<file path="src/rtl/mac_dot_sequencer.sv">
// mac_dot_sequencer
//   Runs one dot product of vec_len unsigned operand pairs through an external
//   accumulating MAC. The job proceeds in these steps:
//     1. Clear the MAC accumulator.
//     2. Stream operand pairs into the MAC.
//     3. Keep the MAC enabled for MAC_LAT cycles so its pipeline empties.
//     4. Hold the captured sum on a valid/ready result port.
//
// Ports
//   clk, reset            rising-edge clock; asynchronous active-high reset
//   start, vec_len        job request (sampled in IDLE only) and pair count
//   busy                  high whenever a job is in progress
//   in_valid/in_ready     operand-pair handshake; in_a, in_b are the operands
//   mac_clear, mac_enable control for the external MAC
//   mac_num_1, mac_num_2  MAC operands (zero whenever no pair is accepted)
//   mac_result            MAC accumulator output
//   res_valid/res_ready   result handshake; res_data is the dot-product sum
module mac_dot_sequencer #(
    parameter int DATA_W  = 8,
    parameter int ACC_W   = 2*DATA_W+1,
    parameter int LEN_W   = 8,
    parameter int MAC_LAT = 2
) (
    input  logic              clk,
    input  logic              reset,
    input  logic              start,
    input  logic [LEN_W-1:0]  vec_len,
    output logic              busy,
    input  logic              in_valid,
    output logic              in_ready,
    input  logic [DATA_W-1:0] in_a,
    input  logic [DATA_W-1:0] in_b,
    output logic              mac_clear,
    output logic              mac_enable,
    output logic [DATA_W-1:0] mac_num_1,
    output logic [DATA_W-1:0] mac_num_2,
    input  logic [ACC_W-1:0]  mac_result,
    output logic              res_valid,
    input  logic              res_ready,
    output logic [ACC_W-1:0]  res_data
);

    typedef enum logic [2:0] {
        S_IDLE,
        S_CLEAR,
        S_ACCUM,
        S_DRAIN,
        S_OUT
    } state_t;

    localparam int DCNT_W = (MAC_LAT > 1) ? $clog2(MAC_LAT) : 1;
    localparam logic [DCNT_W-1:0] DRAIN_LAST = DCNT_W'(MAC_LAT - 1);
    localparam logic [LEN_W-1:0]  ONE_TERM   = LEN_W'(1);

    state_t             state;
    state_t             state_nxt;
    logic [LEN_W-1:0]   term_cnt;   // operand pairs still to accept
    logic [DCNT_W-1:0]  drain_cnt;  // cycles spent in DRAIN so far
    logic               accept;
    logic               drain_done;

    assign accept     = (state == S_ACCUM) && in_valid;
    assign drain_done = (state == S_DRAIN) && (drain_cnt == DRAIN_LAST);

    // Every output is decoded from the state register. An asynchronous reset
    // forces IDLE, so all outputs drop at once without waiting for a clock.
    always_comb begin
        state_nxt  = state;
        busy       = (state != S_IDLE);
        in_ready   = 1'b0;
        mac_clear  = 1'b0;
        mac_enable = 1'b0;
        mac_num_1  = '0;
        mac_num_2  = '0;
        res_valid  = 1'b0;

        case (state)
            S_IDLE: begin
                if (start) begin
                    state_nxt = S_CLEAR;
                end
            end
            S_CLEAR: begin
                mac_clear = 1'b1;
                // An empty job skips the MAC entirely and reports zero.
                state_nxt = (term_cnt == '0) ? S_OUT : S_ACCUM;
            end
            S_ACCUM: begin
                in_ready   = 1'b1;
                mac_enable = 1'b1;
                // Idle cycles feed zeros so the pipeline keeps flowing
                // without changing the sum.
                if (in_valid) begin
                    mac_num_1 = in_a;
                    mac_num_2 = in_b;
                    if (term_cnt == ONE_TERM) begin
                        state_nxt = S_DRAIN;
                    end
                end
            end
            S_DRAIN: begin
                mac_enable = 1'b1;
                if (drain_done) begin
                    state_nxt = S_OUT;
                end
            end
            S_OUT: begin
                res_valid = 1'b1;
                if (res_ready) begin
                    state_nxt = S_IDLE;
                end
            end
            default: begin
                state_nxt = S_IDLE;
            end
        endcase
    end

    always_ff @(posedge clk or posedge reset) begin
        if (reset) begin
            state <= S_IDLE;
        end else begin
            state <= state_nxt;
        end
    end

    always_ff @(posedge clk or posedge reset) begin
        if (reset) begin
            term_cnt <= '0;
        end else if ((state == S_IDLE) && start) begin
            term_cnt <= vec_len;
        end else if (accept) begin
            term_cnt <= term_cnt - ONE_TERM;
        end
    end

    always_ff @(posedge clk or posedge reset) begin
        if (reset) begin
            drain_cnt <= '0;
        end else if (state == S_DRAIN) begin
            drain_cnt <= drain_cnt + 1'b1;
        end else begin
            drain_cnt <= '0;
        end
    end

    // Zeroing the result in CLEAR gives an empty job its zero result. For a
    // non-empty job the value is overwritten when DRAIN finishes.
    always_ff @(posedge clk or posedge reset) begin
        if (reset) begin
            res_data <= '0;
        end else if (state == S_CLEAR) begin
            res_data <= '0;
        end else if (drain_done) begin
            res_data <= mac_result;
        end
    end

`ifndef SYNTHESIS
    a_clear_not_with_enable : assert property (
        @(posedge clk) disable iff (reset) !(mac_clear && mac_enable));

    a_result_held : assert property (
        @(posedge clk) disable iff (reset)
        (res_valid && !res_ready) |=> (res_valid && res_data == $past(res_data)));
`endif

endmodule

</file>
<file path="config.mk">
export PLATFORM = sky130hd
export DESIGN_NAME = mac_dot_sequencer
export DESIGN_NICKNAME = d
export VERILOG_FILES = /design/src/rtl/mac_dot_sequencer.sv
export SDC_FILE = /design/constraint.sdc
export NUM_CORES = 1
export LEC_CHECK = 0
export CAP_MARGIN = 10
export CELL_PAD_IN_SITES_DETAIL_PLACEMENT = 0
export CELL_PAD_IN_SITES_GLOBAL_PLACEMENT = 2
export CORE_ASPECT_RATIO = 1.2
export CORE_MARGIN = 10
export CORE_UTILIZATION = 19
export CTS_BUF_LIST = sky130_fd_sc_hd__clkbuf_8 sky130_fd_sc_hd__clkbuf_16
export DETAILED_ROUTE_END_ITERATION = 8
export PLACE_DENSITY_LB_ADDON = 0.1
export SLEW_MARGIN = 20
export SYNTH_ARGS = -nofsm -noshare
export SYNTH_HDL_FRONTEND = slang
export SYNTH_SLANG_ARGS = --single-unit
</file>
<file path="constraint.sdc">
create_clock -name clk -period 1.5 [get_ports clk]
set_input_delay 0.3 -clock clk [delete_from_list [all_inputs] [get_ports clk]]
set_output_delay 0.3 -clock clk [all_outputs]
set_load 0.03 [all_outputs]
</file>
==> run_1/clock_nets.png <==
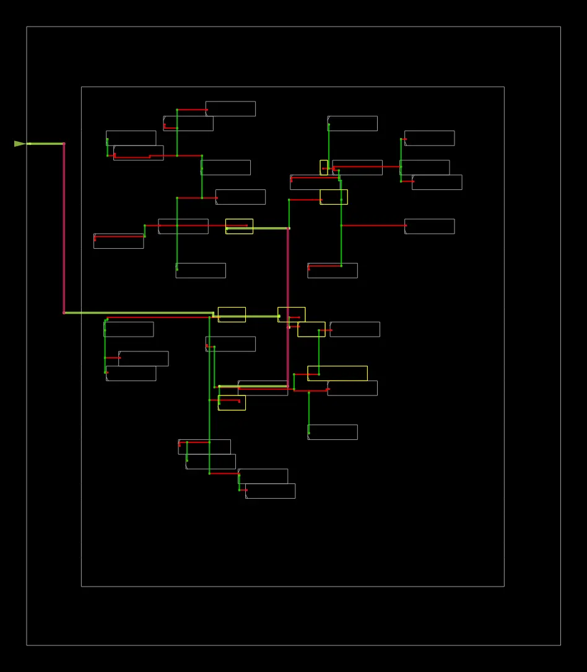
clock buffers: 6
Clk power: 0.837 mW
seq_cells: 29

==> run_1/util_map.png <==
Scale: 2 px per µm. 10 x 11 tiles, from black (low) to pale yellow (high), 0 to 100% covered.
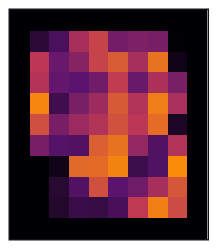
mean over tiles: 25%
emptiest ninth of the die: bottom left
densest ninth of the die: middle
fullest tile: 75%

==> run_1/clock_wires.png <==
Scale: 4 px per µm.
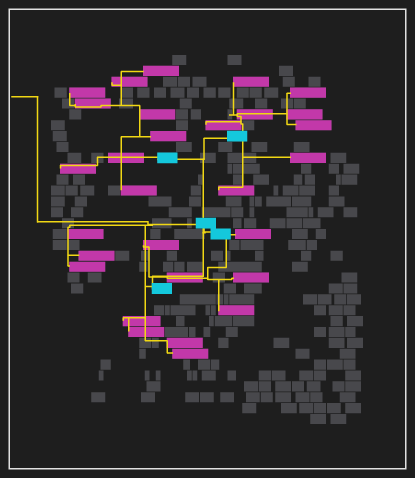
[cyan] clock-net drivers | count: 5
[magenta] flip-flops | count: 29
[yellow] clock wires | length: 477 µm
routed clock nets: 6

==> run 1: cell usage in the layout (no fill, tap or decap), drive strengths merged <==
cell type and n:
a2111oi 1, a211o 1, a21oi 1, a22o 17
a311oi 1, a31oi 1, and2 17, and4bb 1
buf 48, bufinv 1, clkbuf 7, clkdlybuf4s50 44
dfrtp 29, dlygate4sd2 18, ha 2, inv 9
nand2 13, nand2b 1, nand3 2, nand4 1
nand4b 1, nor2 7, nor3 1, nor3b 3
nor4 1, o211ai 2, o21ai 7, o2bb2ai 1
o311ai 2, or2 1, or3 1, xnor2 1
xor2 4
==> run 1: cell type report <==
class	count	area, µm²
Clock buffer	6	82.6
Clock inverter	2	33.8
Fill cell	726	4310
Inverter	8	30.0
Multi-Input combinational cell	91	805
Sequential cell	29	727
Tap cell	90	113
Timing Repair Buffer	111	1130
==> run 1: cells by family (layout without fill, tap and decap cells) <==
family / count (synthesis) / count (layout) / synth area share
compound gates: 34 / 34 / 0.186
xor+xnor: 5 / 5 / 0.0310
fa+ha+maj: 2 / 2 / 0.0177
buf+inv: 16 / 127 / 0.0487
flops: 29 / 29 / 0.513
simple gates: 50 / 50 / 0.204
==> run 1: worst max-delay path, delay by kind of cell (launching register included) <==
| kind | cells | cell delay (ns) |
|---|---|---|
| simple gates | 2 | 0.48 |
| buf+inv | 2 | 0.27 |
| flops | 1 | 0.39 |
==> run 1: cells in the mapped netlist <==
cell | count | area share
o21ai_0 | 7 | 0.025
xor2_1 | 4 | 0.025
ha_1 | 2 | 0.018
buf_2 | 6 | 0.021
a22o_1 | 17 | 0.11
o211ai_1 | 2 | 0.011
or2_1 | 1 | 0.0044
nand2_1 | 13 | 0.035
a211o_1 | 1 | 0.0062
nand4b_1 | 1 | 0.0062
and4bb_2 | 1 | 0.0088
clkbuf_2 | 1 | 0.0035
clkbuf_1 | 1 | 0.0027
nor3_1 | 1 | 0.0035
nor4_4 | 1 | 0.015
a2111oi_0 | 1 | 0.0062
xnor2_1 | 1 | 0.0062
dfrtp_1 | 29 | 0.51
o2bb2ai_1 | 1 | 0.0062
a311oi_1 | 1 | 0.0062
inv_1 | 8 | 0.021
a31oi_1 | 1 | 0.0044
nor3b_1 | 3 | 0.016
nand3_1 | 2 | 0.0071
or3_2 | 1 | 0.0053
nand2b_1 | 1 | 0.0044
nand4_1 | 1 | 0.0044
a21oi_1 | 1 | 0.0035
and2_1 | 17 | 0.075
nor2_1 | 7 | 0.019
o311ai_0 | 2 | 0.012
==> run 1: worst max-delay path by stage <==
stage / slack (ns) / to / cells past startpoint / startpoint
after global routing: -0.28 / mac_num_2[0] / 4 / state[0]$_DFFE_PP0P_
after floorplan: -0.09 / mac_num_1[0] / 5 / state[0]$_DFFE_PP0P_
after global placement: -0.28 / mac_num_1[7] / 5 / in_valid
final: -0.22 / mac_num_2[1] / 4 / state[0]$_DFFE_PP0P_
after detailed placement: -0.39 / term_cnt[5]$_DFFE_PP0P_ / 6 / in_valid
after CTS: -0.29 / mac_num_2[1] / 5 / state[1]$_DFFE_PP0P_
==> run 1: what timing repair did <==
item	4_1_cts	5_1_grt
hold buffers	0	0
setup endpoints to repair	59	33
setup buffers	6	9
cloned	1	3
gates resized	60	43
pin swaps	5	8
==> results.py, run 1 <==
# Generated from Yosys and OpenROAD reports
metrics = {
    "outcome": {
        "status": "finished with violations",
        "violations": "negative setup slack",
    },
    "job": {
        "drv_cap": 0,
        "warnings": 30,
    },
    "cts": {
        "clkSinkCount": 29,
        "path_clk_slew_ns": 0.07,
        "numCtsBuffers": 5,
        "clockBufferDepth": 2,
        "cts_root_buf": "clkbuf_8",
    },
    "pwr": {
        "pwr-share-clk": 0.138,
        "irDropWorstVdd_uv": 1090,
        "leakage_nw": 1.37,
        "p_per_area_nw_per_um2": 2070,
        "swShare": 0.425,
        "power.net_switching_mw": 2.57,
        "comb_power_share": 0.622,
        "internal_power_mw": 3.48,
        "seq_power_share": 0.240,
    },
    "setup_path": {
        "path_cells": "and4bb_2 -> buf_6 -> and2_2 -> buf_6",
        "worst-path-max-fanout": 12,
        "critPathSlowestCell": "dfrtp_1",
        "required_ns": 1.20,
        "r2r_start": "state[0]$_DFFE_PP0P_",
        "startpoint_type": "flip-flop",
        "crit_top_cell": "buf_6",
        "ff2ff_path_depth": 9,
        "crit_path_end_kind": "primary output",
        "arrival_ns": 1.42,
        "worstSetupPathType": "reg2out",
        "reg2reg_slack_ns": -0.08,
    },
    "routing": {
        "wirelength_mm": 5.59,
        "met2_length_mm": 3.03,
        "routed-wl-met3_um": 334,
        "topRoutingLayerUsed": "met4",
        "drtAntennaViolNets": 0,
        "drc": 0,
        "vias": 1470,
        "drt_iter0_drc": 28,
    },
    "layout": {
        "largest-register": "res_data",
        "final_nets": 294,
        "area_delta_synth_final_pct": 107,
        "reg_top3": "res_data x17, term_cnt x8, state x3",
        "instances_no_fill": 337,
        "post-route-cell-area_um2": 2920,
        "largest_reg_flops": 17,
    },
    "floorplan": {
        "rows": 34,
        "die_x_um": 98.7,
        "dieArea_um2": 11300,
        "ios": 84,
        "core-area_um2": 7230,
    },
    "global_route": {
        "grt_overflow": 0,
        "grt_first_pass_wirelength_mm": 8.41,
        "antenna_found_initial": 0,
        "top_usage_layer": "met2",
        "grt_start_max_net_pins": 30,
        "grt_pass1_vias": 1573,
    },
    "sta": {
        "holdWs_ns": 0.403,
        "max_freq_mhz": 582,
        "worst_slack_ns": -0.219,
        "min_period_over_period": 1.15,
        "fin_worst_skew_ns": 0.00773,
        "period_needed_ns": 1.72,
        "rsz0062_at_grt": "true",
        "worst_pin_slew_ns": 0.389,
        "setup_viol": 28,
        "slew_viol_final": 0,
    },
    "logic_synthesis": {
        "yosysChipArea_um2": 1410,
        "ys_ff": 29,
        "syn_area_per_cell_um2": 10.4,
        "synth_cell_type_count": 31,
        "yosysSeqAreaShare": 0.513,
        "synth_area_um2": 1410,
        "ys_cells": 136,
        "syn_inst": 136,
    },
    "placed_design": {
        "placedInstanceArea_um2": 2440,
        "dp.cells": 313,
        "place_congestion": 0.803,
        "dp_slack_ns": -0.389,
    },
    "worst_hold_path": {
        "hp-class": "in2async",
    },
}
==> run_1/closeup.png <==
Window x 37 to 62, y 45 to 70 µm. Cells in gray, sequential cells in the stronger gray; small squares are vias.
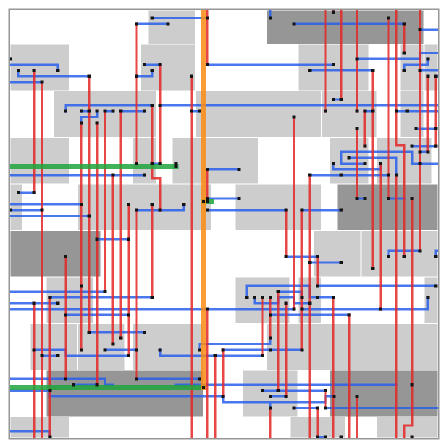

==> inputs of run 2 (changes only) <==
- CORE_UTILIZATION: 19 -> 25
- DONT_BUFFER_PORTS: not set -> 1
==> run_2/closeup.png <==
Window x 32 to 57, y 39 to 64 µm. Cells in gray, sequential cells in the stronger gray; small squares are vias.
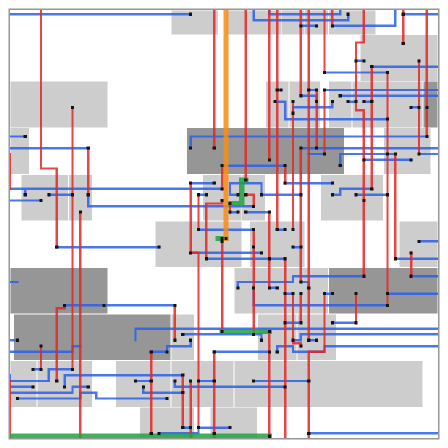
| color | layer |
|---|---|
| orange | M4 |
| red | M2 |
| blue | M1 |
| green | M3 |
sequential cells in the window: 4
cells with their middle in the window: 34
most frequent: buf_4 (5), dfrtp_1 (4), nor2_1 (3)
netlist names of flops here include: state (2), term_cnt (2)

==> run_2/clock_wires.png <==
Scale: 6 px per µm.
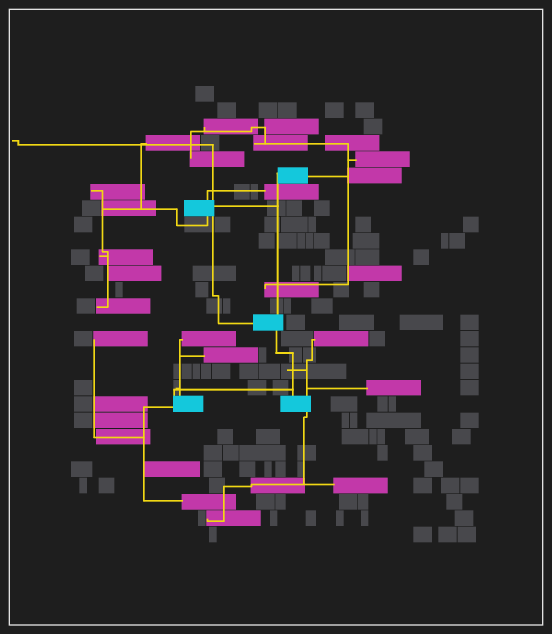
[magenta] flip-flops | count: 29
[cyan] clock-net drivers | count: 5
[yellow] clock wires | length: 446 µm
routed clock nets: 6

==> run 2 against run 1 <==
Effect of this change: the run still ends with negative setup slack left; sequential power rose by 32%; highest routed layer unchanged; largest cell class is now flip-flops and latches; synthesized cell count is the same; fmax grew 3.7%; routed wire length is 23% lower; die size is 20% lower; area after synthesis did not move; setup slack gained 0.061 ns; critical endpoint unchanged; clock skew shrank 0.0036 ns; global-route usage increased by 0.23 points; cell area shrank 35%; utilization fell by 5.1 points.
==> results.py, run 2 <==
# Generated from Yosys and OpenROAD reports
metrics = {
    "layout": {
        "area.combinational_um2": 704,
        "reg_top3": "res_data x17, term_cnt x8, state x3",
        "lay_top_cells": "28 x dfrtp_1, 17 x a22o_1, 17 x buf_4",
        "fillers": 549,
        "drive_above_1_share": 0.363,
        "final_common_cell": "dfrtp_1",
        "largest-register": "res_data",
        "area_delta_synth_final_pct": 34.1,
        "post-route-cell-area_um2": 1900,
        "final_nets": 207,
        "largest_reg_flops": 17,
        "flop_area_um2": 727,
    },
    "logic_synthesis": {
        "syn_area_per_cell_um2": 10.4,
        "top_area_frac": 0.513,
        "yosysChipArea_um2": 1410,
        "ys_top_cells_by_count": "29 x dfrtp_1, 17 x a22o_1, 17 x and2_1",
        "ff_type": "dfrtp_1",
        "syn_inst": 136,
        "synth.most_common_cell": "dfrtp_1",
        "topCellsByArea": "dfrtp_1 51%, a22o_1 11%, and2_1 7.5%, nand2_1 3.5%, o21ai_0 2.5%",
        "ys_ff": 29,
        "yosysSeqAreaShare": 0.513,
        "edf_count": 0,
        "yosys.area.top_type": "dfrtp_1",
        "ys_cells": 136,
        "synth_area_um2": 1410,
        "async_flop_share": 1.00,
        "synth_cell_type_count": 31,
    },
    "setup_path": {
        "worst-path-max-fanout": 6,
        "required_ns": 1.20,
        "arrival_ns": 1.36,
        "crit_path_end_kind": "primary output",
        "startpoint_type": "flip-flop",
        "worstSetupPathType": "reg2out",
    },
    "routing": {
        "drc": 0,
        "vias": 1085,
        "drt_iter0_drc": 59,
        "wirelength_mm": 4.30,
        "drtAntennaViolNets": 0,
        "viasPerCell": 4.89,
    },
    "pwr": {
        "irDropWorstVdd_uv": 939,
        "leakage_nw": 0.862,
        "p_per_area_nw_per_um2": 2590,
    },
    "floorplan": {
        "dieArea_um2": 9080,
        "rows": 29,
        "core-area_um2": 5370,
        "die_x_um": 88.7,
        "ios": 84,
    },
    "sta": {
        "maxSlewHeadroom": 0.743,
        "worst_pin_slew_ns": 0.385,
        "fin_worst_skew_ns": 0.00412,
        "worst_slack_ns": -0.158,
        "min_period_over_period": 1.11,
        "max_freq_mhz": 603,
        "period_needed_ns": 1.66,
        "setup_viol": 19,
        "rsz0062_at_grt": "true",
        "slew_viol_final": 0,
    },
    "cts": {
        "path_clk_slew_ns": 0.06,
        "numCtsBuffers": 5,
        "cts_root_buf": "clkbuf_8",
        "clockBufferDepth": 2,
        "cts_max_level": 2,
        "clkSinkCount": 29,
        "clock.latency.late_pin_ns": 0.28,
    },
    "placed_design": {
        "portBuffers": 0,
        "placedInstanceArea_um2": 1650,
        "place_congestion": 0.700,
    },
    "outcome": {
        "status": "finished with violations",
        "violations": "negative setup slack",
    },
    "global_route": {
        "grt_first_pass_wirelength_mm": 6.51,
        "grt_overflow": 0,
        "grt_start_max_net_pins": 30,
        "grt_pass1_vias": 1266,
        "antenna_found_initial": 0,
    },
    "job": {
        "warnings": 30,
        "drv_cap": 0,
    },
    "worst_hold_path": {
        "hp-class": "in2reg",
    },
}
run 2: cell counts after synthesis:
Identical to the previous run, type by type.
run 2: through the flow:
stage                     hold WS, ns  utilization  instances  power, mW  setup slack [ns]
final                           0.144        0.353        222       4.90            -0.158
after detailed placement        0.294        0.307        207       3.81            0.0386
after CTS                       0.134        0.338        218       4.78            -0.170
after floorplan                 0.378            -        136       3.23           -0.0858
after global routing            0.138        0.353        222       5.26            -0.203
after global placement          0.285        0.307        207       3.79         0.0000701
run 2: worst max-delay path: stages (launching register included):
cell and delay, ns:
dfrtp_1 0.37, and4bb_4 0.37, clkbuf_16 0.15, and2_4 0.19
run 2: routing by layer:
metal  global-route usage  vias up  routed length [µm]
li1                     -      519                   -
met1                0.108      503                1810
met2                0.145       60                2010
met3               0.0470        3                 455
met4               0.0336        0                  24
met5                    0        -                   0
run 2: cell families (layout without fill, tap and decap cells):
family,Yosys count,count (layout),synth area share
buffers and inverters,16,40,0.0487
AOI/OAI and AO/OA,34,34,0.186
adders and majority gates,2,2,0.0177
xor gates and xnor gates,5,5,0.0310
and+or+nand+nor,50,50,0.204
DFF,29,29,0.513
run 2: layout make-up:
| cell class | count | share of cell area |
|---|---|---|
| tap | 62 | 0.0409 |
| clock buffer | 6 | 0.0436 |
| inverter | 8 | 0.0178 |
| multi-input combinational | 91 | 0.372 |
| sequential | 29 | 0.383 |
| clock inverter | 2 | 0.0178 |
| timing repair buffer | 24 | 0.125 |
run 2: power breakdown:
part           switching, mW  internal, mW
logic                   1.14          1.03
registers              0.762          1.15
clock network          0.289         0.534
total                   2.19          2.71
run 2: worst paths after layout:
path,cells past startpoint,slack [ns],from,end
setup / recovery,3,-0.16,state[0]$_DFFE_PP0P_,mac_num_2[1]
hold / removal,2,0.14,vec_len[1],term_cnt[1]$_DFFE_PP0P_
setup reg to reg,6,0.01,state[0]$_DFFE_PP0P_,term_cnt[3]$_DFFE_PP0P_
hold reg to reg,1,0.49,drain_cnt$_DFF_PP0_,drain_cnt$_DFF_PP0_
max in group asynchronous,3,0.66,reset,term_cnt[3]$_DFFE_PP0P_
min in group asynchronous,3,0.54,reset,term_cnt[5]$_DFFE_PP0P_
run 2: what timing repair did:
item                       4_1_cts  5_1_grt
hold buffers                     1        0
gates resized                    9       16
setup endpoints to repair       20       26
buffers inserted                 2        3
pin swaps                        5        6
hold endpoints to repair        29        0
cloned                           0        1
==> run_2/clock_nets.png <==
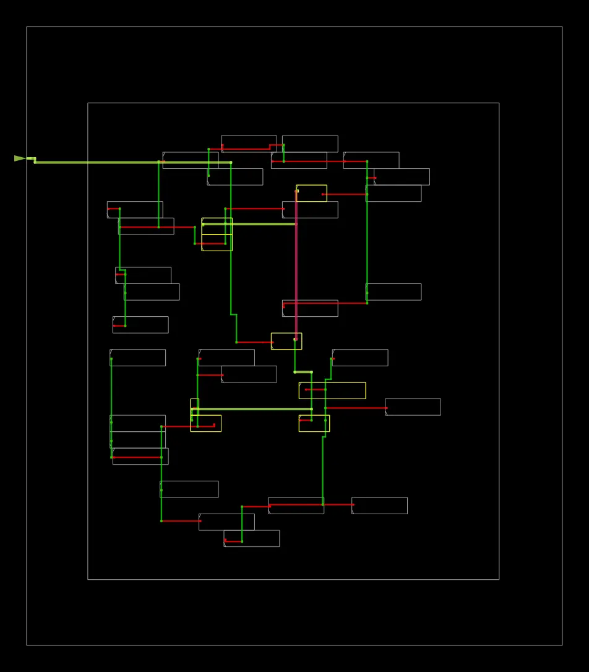

==> inputs of run 3 (changes only) <==
- TNS_END_PERCENT: not set -> 20
==> run_3/clock_nets.png <==
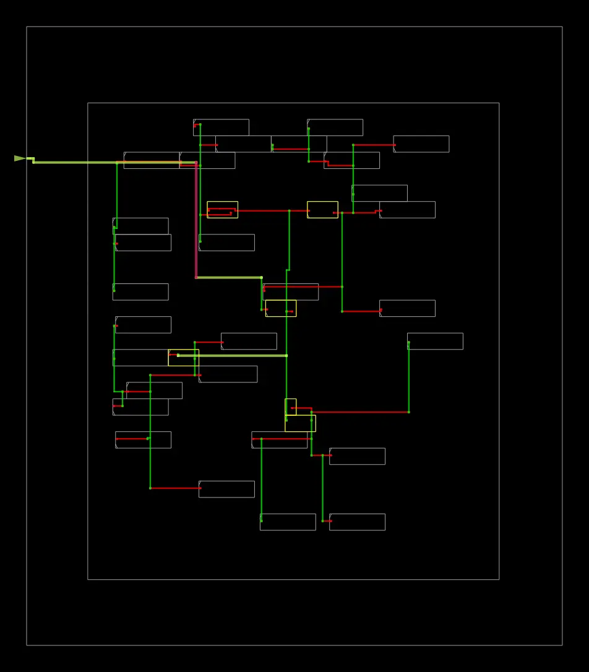
Inserted Clock Buffers: 5
Latency at later pin: 0.27 ns
clock buffers: 5
Clk power: 0.576 mW

==> run_3/util_map.png <==
Scale: 3 px per µm. 9 x 10 tiles, from black (low) to pale yellow (high), 0 to 100% covered.
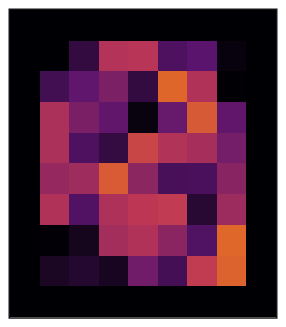
mean over tiles: 20%
emptiest ninth of the die: bottom left
densest ninth of the die: middle
fullest tile: 64%
nearly empty tiles: 41%

==> run 3 against run 2 <==
Effect of this change: setup slack lost 0.076 ns; largest cell class unchanged; first-iteration DRC count shrank 64%; via count shrank 1.8%; critical path type unchanged; global-route usage is essentially flat; the run still ends with negative setup slack left; sequential cell count is the same.
==> results.py, run 3 <==
# Generated from Yosys and OpenROAD reports
metrics = {
    "routing": {
        "wl_met1_mm": 1.64,
        "drc": 0,
        "routed-wl-met3_um": 439,
        "drtAntennaViolNets": 0,
        "met2_length_mm": 2.21,
        "topRoutingLayerUsed": "met4",
        "vias": 1066,
        "viasPerCell": 4.94,
        "drt_iter0_drc": 21,
    },
    "cts": {
        "path_clk_slew_ns": 0.06,
        "clockBufferDepth": 2,
        "cts_max_level": 2,
        "cts_root_buf": "clkbuf_8",
        "clkSinkCount": 29,
    },
    "layout": {
        "largest_reg_flops": 17,
        "reg_top3": "res_data x17, term_cnt x8, state x3",
        "final_common_cell": "dfrtp_1",
        "lay_top_cells": "28 x dfrtp_1, 17 x a22o_1, 16 x and2_4",
        "drive_above_1_share": 0.338,
        "final_core_util": 0.348,
        "post-route-cell-area_um2": 1870,
    },
    "placed_design": {
        "placedInstanceArea_um2": 1720,
        "portBuffers": 0,
    },
    "sta": {
        "fin_worst_skew_ns": 0.00608,
        "setup_viol": 20,
        "holdWs_ns": 0.155,
        "slew_viol_final": 0,
        "min_period_over_period": 1.16,
        "rsz0062_at_grt": "true",
        "worst_slack_ns": -0.234,
        "worst_pin_slew_ns": 0.382,
        "period_needed_ns": 1.73,
    },
    "logic_synthesis": {
        "async_flop_share": 1.00,
        "yosysSeqAreaShare": 0.513,
        "ys_top_cells_by_count": "29 x dfrtp_1, 17 x a22o_1, 17 x and2_1",
        "ys_cells": 136,
        "top_area_frac": 0.513,
        "edf_count": 0,
        "synth_cell_type_count": 31,
        "synth_area_um2": 1410,
        "syn_area_per_cell_um2": 10.4,
        "syn_inst": 136,
        "yosys.area.top_type": "dfrtp_1",
        "ys_ff": 29,
        "ff_type": "dfrtp_1",
        "synth.most_common_cell": "dfrtp_1",
    },
    "job": {
        "warnings": 30,
        "drv_cap": 0,
    },
    "setup_path": {
        "ff2ff_path_depth": 4,
        "worstSetupPathType": "reg2out",
        "crit_path_end_kind": "primary output",
        "startpoint_type": "flip-flop",
    },
    "worst_hold_path": {
        "hp-class": "in2reg",
        "min_delay_path_depth": 2,
    },
    "global_route": {
        "antenna_found_initial": 0,
        "grt_first_pass_wirelength_mm": 6.55,
        "grt_overflow": 0,
        "grt_start_max_net_pins": 30,
    },
    "floorplan": {
        "rows": 29,
        "dieArea_um2": 9080,
        "die_x_um": 88.7,
        "ios": 84,
        "core-area_um2": 5370,
    },
    "pwr": {
        "fin_total_pwr_mw": 4.52,
        "leakage_nw": 0.828,
        "p_per_area_nw_per_um2": 2420,
        "irDropWorstVdd_uv": 887,
    },
    "outcome": {
        "status": "finished with violations",
        "violations": "negative setup slack",
    },
}
run 3: cell counts after synthesis:
Identical to the previous run, type by type.
run 3: where the power goes:
group          leakage (nW)  switching [mW]  internal [mW]
Sequential            0.382           0.773           1.15
Combinational         0.406            1.07          0.945
Clock                0.0399           0.272          0.304
run 3: worst paths after layout:
kind                                          from                       to  slack, ns
max in group asynchronous                    reset  term_cnt[2]$_DFFE_PP0P_       0.65
min reg2reg                    drain_cnt$_DFF_PP0_      drain_cnt$_DFF_PP0_       0.49
max                           state[2]$_DFFE_PP0P_             mac_num_1[7]      -0.23
min in group asynchronous                    reset  res_data[3]$_DFFE_PP0P_       0.54
max reg2reg                term_cnt[2]$_DFFE_PP0P_     state[0]$_DFFE_PP0P_       0.07
min                                     vec_len[7]  term_cnt[7]$_DFFE_PP0P_       0.15
run 3: layout make-up:
type | instances | area [µm²]
fillers | 542 | 3500
flip-flops and latches | 29 | 727
multi-input cells | 91 | 691
repair buffers | 20 | 270
well taps | 62 | 77.6
clock buffers | 5 | 68.8
inverters | 8 | 30.0
clock inverters | 1 | 5.00
run 3: repair_timing:
item                                   CTS  global route
gates cloned                             0             1
setup buffers                            0             0
setup endpoints to repair               39            30
endpoints found under the hold margin   19             0
pin swaps                                1             2
hold buffers                             1             0
gates resized                           10             8
run 3: layer usage:
layer | global-route usage | vias up
met1 | 0.0971 | 502
met5 | 0 | -
met3 | 0.0446 | 2
met2 | 0.162 | 49
li1 | - | 513
met4 | 0.0299 | 0
run 3: cell families after synthesis:
logic type	count (synthesis)	share of synthesized area
xor+xnor	5	0.0310
compound gates	34	0.186
buf+inv	16	0.0487
flops	29	0.513
simple gates	50	0.204
fa+ha+maj	2	0.0177
run 3: per-stage QoR:
stage / std cells / setup WS [ns]
final: 216 / -0.234
after global placement: 208 / 0.0265
after CTS: 215 / -0.243
after detailed placement: 208 / -0.0165
after floorplan: 136 / -0.0862
after global routing: 216 / -0.273
run 3: critical path, cell delays in order, from the launching register on:
cell and delay (ns):
dfrtp_1 0.38, and4bb_4 0.38, buf_12 0.13, and2_4 0.15
buf_12 0.11
Power figures rest on the tool's default switching activity, not on a simulated workload.
